Fig. 1: run 1, I/O pins on the die edge
Pins as bars across the die edge, other pins in grey.
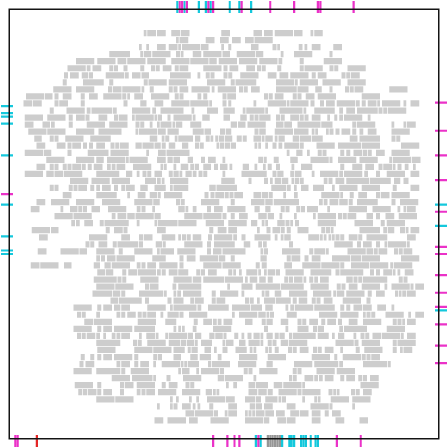
Fig. 2: run 1, routed metal, one colour a layer
Only two layers are drawn.
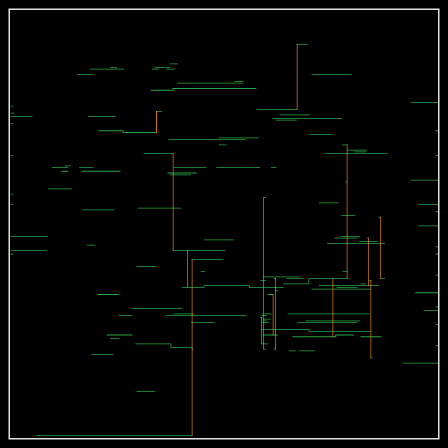
Fig. 3: run 1, placement by cell class
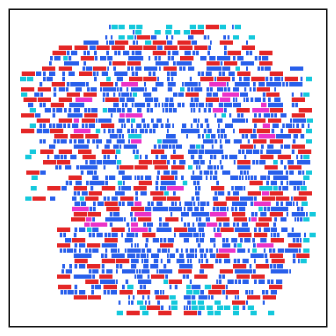
Fig. 4: run 1, congestion heat map
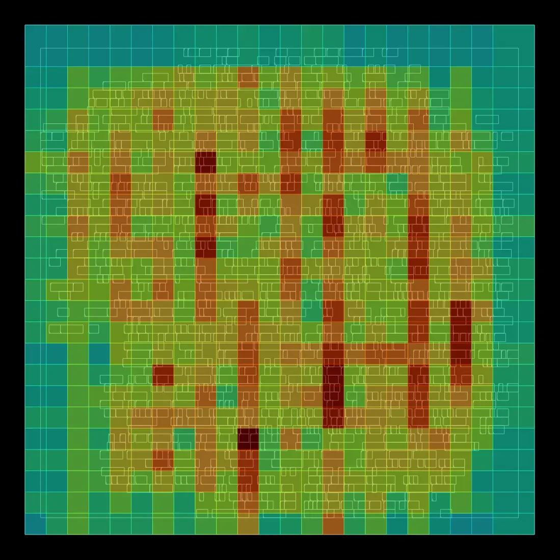
**src/rtl/box_filter_pkg.sv**
```systemverilog
// Shared definitions for box_filter / box_unfilter: default geometry,
// sample type and the window-sum width rule.
package box_filter_pkg;

  localparam int DEF_FILTER_SIZE = 4;
  localparam int DEF_DATA_WIDTH  = 32;

  typedef logic [DEF_DATA_WIDTH-1:0] sample_t;

  // Worst-case window sum of n samples of w bits.
  function automatic int sum_width(int n, int w);
    return w + $clog2(n);
  endfunction

endpackage

```
**src/rtl/box_history.sv**
```systemverilog
// FILTER_SIZE-deep circular sample buffer: read and write share one pointer
// that advances on every write and wraps explicitly at DEPTH-1.
module box_history
  import box_filter_pkg::*;
#(
  parameter int DEPTH = DEF_FILTER_SIZE,
  parameter int WIDTH = DEF_DATA_WIDTH
) (
  input  logic             clk,
  input  logic             rst,
  input  logic             clear,
  input  logic             wr_en,
  input  logic [WIDTH-1:0] wr_data,
  output logic [WIDTH-1:0] rd_data
);

  localparam int PTR_W = (DEPTH > 1) ? $clog2(DEPTH) : 1;

  logic [DEPTH-1:0][WIDTH-1:0] hist;

  generate
    if (DEPTH == 1) begin : g_one
      // Single entry: no pointer needed.
      always_ff @(posedge clk) begin
        if (!rst || clear)  hist <= '0;
        else if (wr_en)     hist[0] <= wr_data;
      end
      assign rd_data = hist[0];
    end else begin : g_ring
      logic [PTR_W-1:0] wptr;

      always_ff @(posedge clk) begin
        if (!rst || clear) begin
          hist <= '0;
          wptr <= '0;
        end else if (wr_en) begin
          hist[wptr] <= wr_data;
          wptr       <= (wptr == PTR_W'(DEPTH-1)) ? '0 : wptr + 1'b1;
        end
      end
      assign rd_data = hist[wptr];
    end
  endgenerate

endmodule

```
**src/rtl/box_unfilter.sv**
```systemverilog
// Inverse box filter: x[n] = s[n] - s[n-1] + x[n-FILTER_SIZE], one cycle latency.
// Optional BOX_UNFILTER_COUNT_EN adds a saturating output-transfer counter port.
module box_unfilter
  import box_filter_pkg::*;
#(
  parameter  int FILTER_SIZE = DEF_FILTER_SIZE,
  parameter  int DATA_WIDTH  = DEF_DATA_WIDTH,
  localparam int SUM_WIDTH   = sum_width(FILTER_SIZE, DATA_WIDTH)
) (
  input  logic                  clk,
  input  logic                  rst,
  input  logic                  clear,
  input  logic                  in_valid,
  output logic                  in_ready,
  input  logic [SUM_WIDTH-1:0]  in,
  output logic                  out_valid,
  input  logic                  out_ready,
`ifdef BOX_UNFILTER_COUNT_EN
  output logic [31:0]           count,
`endif
  output logic [DATA_WIDTH-1:0] out
);

  logic [SUM_WIDTH-1:0]  prev_sum;
  logic [DATA_WIDTH-1:0] hist_rd;
  logic [SUM_WIDTH-1:0]  t;
  logic                  accept;

  assign in_ready = rst && !clear && (!out_valid || out_ready);
  assign accept   = in_valid && in_ready;

  // Modular arithmetic: wraparound cancels for any legal box-filter stream.
  assign t = in - prev_sum + SUM_WIDTH'(hist_rd);

  box_history #(
    .DEPTH (FILTER_SIZE),
    .WIDTH (DATA_WIDTH)
  ) u_hist (
    .clk     (clk),
    .rst     (rst),
    .clear   (clear),
    .wr_en   (accept),
    .wr_data (t[DATA_WIDTH-1:0]),
    .rd_data (hist_rd)
  );

  always_ff @(posedge clk) begin
    if (!rst || clear) begin
      out_valid <= 1'b0;
      out       <= '0;
      prev_sum  <= '0;
    end else if (accept) begin
      out_valid <= 1'b1;
      out       <= t[DATA_WIDTH-1:0];
      prev_sum  <= in;
    end else if (out_ready) begin
      out_valid <= 1'b0;
    end
  end

`ifdef BOX_UNFILTER_COUNT_EN
  always_ff @(posedge clk) begin
    if (!rst || clear)
      count <= '0;
    else if (out_valid && out_ready && count != 32'hFFFF_FFFF)
      count <= count + 32'd1;
  end
`endif

endmodule

```
**config.mk**
```make
export PLATFORM = sky130hd
export DESIGN_NAME = box_unfilter
export DESIGN_NICKNAME = d
export VERILOG_FILES = /design/src/rtl/box_filter_pkg.sv /design/src/rtl/box_history.sv /design/src/rtl/box_unfilter.sv
export SDC_FILE = /design/constraint.sdc
export NUM_CORES = 1
export LEC_CHECK = 0
export CELL_PAD_IN_SITES_DETAIL_PLACEMENT = 0
export CELL_PAD_IN_SITES_GLOBAL_PLACEMENT = 1
export CORE_MARGIN = 5
export CORE_UTILIZATION = 47
export DETAILED_ROUTE_END_ITERATION = 6
export GPL_ROUTABILITY_DRIVEN = 0
export PLACE_DENSITY = 0.83
export SLEW_MARGIN = 10
export SYNTH_ARGS = -nofsm -noshare
export SYNTH_HDL_FRONTEND = slang
export SYNTH_HIERARCHICAL = 1
export SYNTH_SLANG_ARGS = --single-unit
```
**constraint.sdc**
```tcl
create_clock -name clk -period 4.95 [get_ports clk]
set_input_delay 0.99 -clock clk [delete_from_list [all_inputs] [get_ports clk]]
set_output_delay 0.99 -clock clk [all_outputs]
set_load 0.005 [all_outputs]
```
==> impl_metrics.json, run 1 <==
{
  "fillCellCount": 2190,
  "area_growth_pct": 13.1,
  "routed_via_density": 5.55,
  "rsz0062_at_grt": "false",
  "final_common_cell": "dfxtp_1",
  "crit_required_ns": 5.33,
  "drv_slew": 0,
  "setup.worst_path.start": "u_hist/g_ring.wptr[1]$_SDFFE_PP0P_",
  "fin_crit_sh_pct": 89.5,
  "hold_violations": 0,
  "syn-cell-area_sq_um": 11300,
  "layout.area.comb_sq_um": 6460,
  "min_from": "out[2]$_SDFFE_PP0P_",
  "p_total_w": 0.00404,
  "clock-root-buffer": "clkbuf_16",
  "grt_pass1_vias": 8495,
  "rr_startpoint": "u_hist/g_ring.wptr[1]$_SDFFE_PP0P_",
  "antennaDiodeCount": 0,
  "drc": 0,
  "warnings": 33,
  "clk_latency_ns": 0.45,
  "yosysTopAreaCell": "dfxtp_1",
  "timing_worst_setup_path_type": "reg2reg",
  "maxSlewHeadroom_pct": 30.4,
  "outcome": "finished, final reports clean"
}
Notes on Fig. 1 above:
| colour | port | pins | direction | edge |
|---|---|---|---|---|
| red | clk | 1 | input | south |
| cyan | out | 32 | output | 12 south, 9 west, 8 north, 3 east |
| magenta | in | 34 | input | 13 east, 11 north, 9 south, 1 west |
all pins by edge: 28 south, 19 north, 16 east, 10 west

Notes on Fig. 2 above:
| colour | layer | wire length |
|---|---|---|
| orange | met4 | 411 um |
| green | met3 | 1190 um |
global-route total usage across every layer: 20.4%
DR WL/cell: 17.1 um
drt total wl: 27300 um

Notes on Fig. 3 above:
| colour | class | cells | share of their area |
|---|---|---|---|
| red | flip-flops | 195 | 31% |
| blue | all other logic | 950 | 56% |
| cyan | other buffers and delay cells | 101 | 7.7% |
| magenta | clock drivers and dummy loads | 32 | 4.8% |

Notes on Fig. 4 above:
grt met1 use: 29.0%
fin util: 54.3%
met3 Resource Use GR: 3.18%

-- run 1: through the flow --
step / std cells / hold slack [ns] / util [%]
final: 1597 / 0.456 / 54.3
after global routing: 1597 / 0.483 / 54.3
after CTS: 1597 / 0.460 / 54.3
after detailed placement: 1565 / 0.448 / 51.8
after global placement: 1565 / 0.444 / 51.8
after floorplan: 1246 / 0.438 / -
-- run 1: worst max-delay path, cell delays in order, from the launching register on --
cell and delay, ns:
dfxtp_2 0.80, buf_4 0.29, mux4_2 0.51, inv_1 0.08, fa_1 0.45, inv_1 0.08
ha_1 0.35, o21a_1 0.24, o2111ai_1 0.28, o22ai_1 0.18, a221o_1 0.34, a31oi_1 0.22
xnor2_1 0.15, buf_4 0.16, nand3_1 0.08, a21oi_1 0.15
-- run 1: power by group --
group          internal [W]  total [W]  leakage (nW)  switching (W)
clock network      0.000688    0.00142         0.294       0.000732
registers           0.00161    0.00163          1.58      0.0000239
logic              0.000383   0.000985          3.10       0.000602
total               0.00268    0.00404          4.97        0.00136
-- run 1: sequential cells by signal, indices dropped and copies added, names as in the netlist --
signal / count
prev_sum: 32
out: 32
u_hist/hist: 128
out_valid: 1
u_hist/g_ring.wptr: 2
-- run 1: cell families after synthesis --
family                   count (synthesis)  share of synthesized area (%)
XOR/XNOR                                32                           2.54
buffers and inverters                  233                           8.82
adder cells (fa/ha/maj)                 67                           9.45
AND/OR/NAND/NOR                        284                           12.0
multiplexers                            33                           6.68
AND-OR/OR-AND                          402                           26.1
flip-flops                             195                           34.4
-- run 1: area by class of cell --
type	instances	share of cell area, %
clock buffers	17	3.32
clock inverters	15	1.36
inverters	132	3.92
multi-input cells	818	50.4
flip-flops and latches	195	30.5
well taps	319	3.11
repair buffers	101	7.47
==> run 1 -> run 2 <==
--- a/config.mk
+++ b/config.mk
@@ -11,6 +11,7 @@
 export CORE_UTILIZATION = 47
 export DETAILED_ROUTE_END_ITERATION = 6
 export GPL_ROUTABILITY_DRIVEN = 0
+export HOLD_SLACK_MARGIN = 0.15
 export PLACE_DENSITY = 0.83
 export SLEW_MARGIN = 10
 export SYNTH_ARGS = -nofsm -noshare
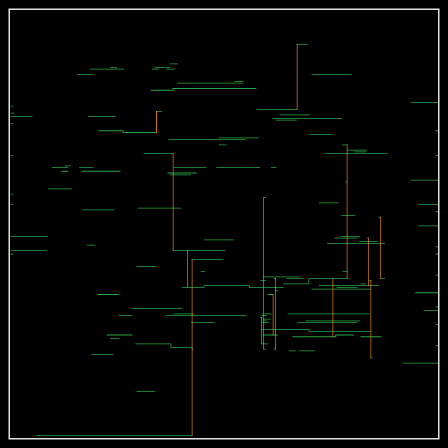
Fig. 5. Routed metal, one colour a layer (run 2).
Only two layers are drawn.
Via Count: 8865

==> run 2 against run 1 <==
  * Clock skew unchanged
  * Critical path type unchanged
  * Global-route usage unchanged
  * Utilization unchanged
  * Largest power group unchanged
  * Clock power hardly changed
  * Via count is the same
  * Synthesized cell count stayed put
  * Largest cell class unchanged
==> impl_metrics.json, run 2 <==
{
  "clock-root-buffer": "clkbuf_16",
  "cp_slowest_stage_delay_ns": 0.80,
  "reg_top3": "u_hist/hist x128, out x32, prev_sum x32",
  "crit_buf_inv": 4,
  "largest_reg_flops": 128,
  "maxSlewHeadroom_pct": 30.4,
  "detail_route.wl_per_cell_um": 17.1,
  "area_growth_pct": 13.1,
  "warnings": 33,
  "gr-usage-all-layers_pct": 20.4,
  "syn-cell-area_sq_um": 11300,
  "crit_cells": 15,
  "outcome": "finished, final reports clean",
  "clk_latency_ns": 0.45,
  "crit_family": "AND-OR/OR-AND gates",
  "rsz0062_at_grt": "false",
  "hold_violations": 0,
  "grt_pass1_vias": 8495,
  "yosysTopAreaCell": "dfxtp_1",
  "stdcell_count": 1597,
  "path_cells": "buf_4 > mux4_2 > inv_1 > fa_1 > inv_1 > ha_1 > o21a_1 > o2111ai_1 > o22ai_1 > a221o_1 > a31oi_1 > xnor2_1 > buf_4 > nand3_1 > a21oi_1"
}
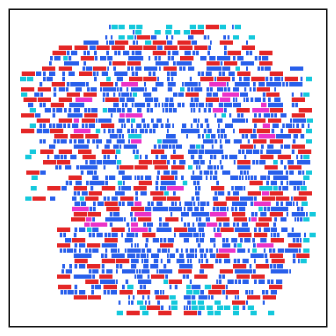
Fig. 6. Placement by cell class (run 2).
| colour | class | cells | share of their area |
|---|---|---|---|
| magenta | clock drivers and dummy loads | 32 | 4.8% |
| cyan | other buffers and delay cells | 101 | 7.7% |
| red | flip-flops | 195 | 31% |
| blue | all other logic | 950 | 56% |

[run 2: cell counts after synthesis]
Identical to the previous run, type by type.
[run 2: cell type report]
| type | count | share of cell area, % |
|---|---|---|
| multi-input combinational | 818 | 50.4 |
| clock buffer | 17 | 3.32 |
| timing repair buffer | 101 | 7.47 |
| clock inverter | 15 | 1.36 |
| inverter | 132 | 3.92 |
| sequential | 195 | 30.5 |
| tap | 319 | 3.11 |
[run 2: cells by family (layout without fill, tap and decap cells)]
kind of cell	Yosys count	in the layout	share of synthesized area [%]
AND-OR/OR-AND	402	402	26.1
AND/OR/NAND/NOR	284	284	12.0
buffers and inverters	233	265	8.82
flip-flops	195	195	34.4
adder cells (fa/ha/maj)	67	67	9.45
multiplexers	33	33	6.68
XOR/XNOR	32	32	2.54
[run 2: metal layers]
metal / routed length, um / vias up / global-route usage, %
li1: - / 4379 / -
met1: 12900 / 4220 / 29.0
met2: 12700 / 234 / 32.4
met4: 410 / 0 / 5.62
met3: 1190 / 32 / 3.18
met5: 0 / - / 0
[run 2: worst paths after layout]
kind | endpoint | slack [ns] | start
setup / recovery | u_hist/hist[126]$_SDFFE_PP0P_ | 0.52 | u_hist/g_ring.wptr[1]$_SDFFE_PP0P_
hold / removal | out[2]$_SDFFE_PP0P_ | 0.46 | out[2]$_SDFFE_PP0P_
setup reg to reg | u_hist/hist[126]$_SDFFE_PP0P_ | 0.52 | u_hist/g_ring.wptr[1]$_SDFFE_PP0P_
hold reg to reg | out[2]$_SDFFE_PP0P_ | 0.46 | out[2]$_SDFFE_PP0P_
[run 2: power by group]
group	internal, W	switching (W)	total (W)	leakage [nW]
registers	0.00161	0.0000239	0.00163	1.58
clock network	0.000688	0.000732	0.00142	0.294
logic	0.000383	0.000602	0.000985	3.10
total	0.00268	0.00136	0.00404	4.97
No activity file was given, so power comes from the tool's default toggle rates.
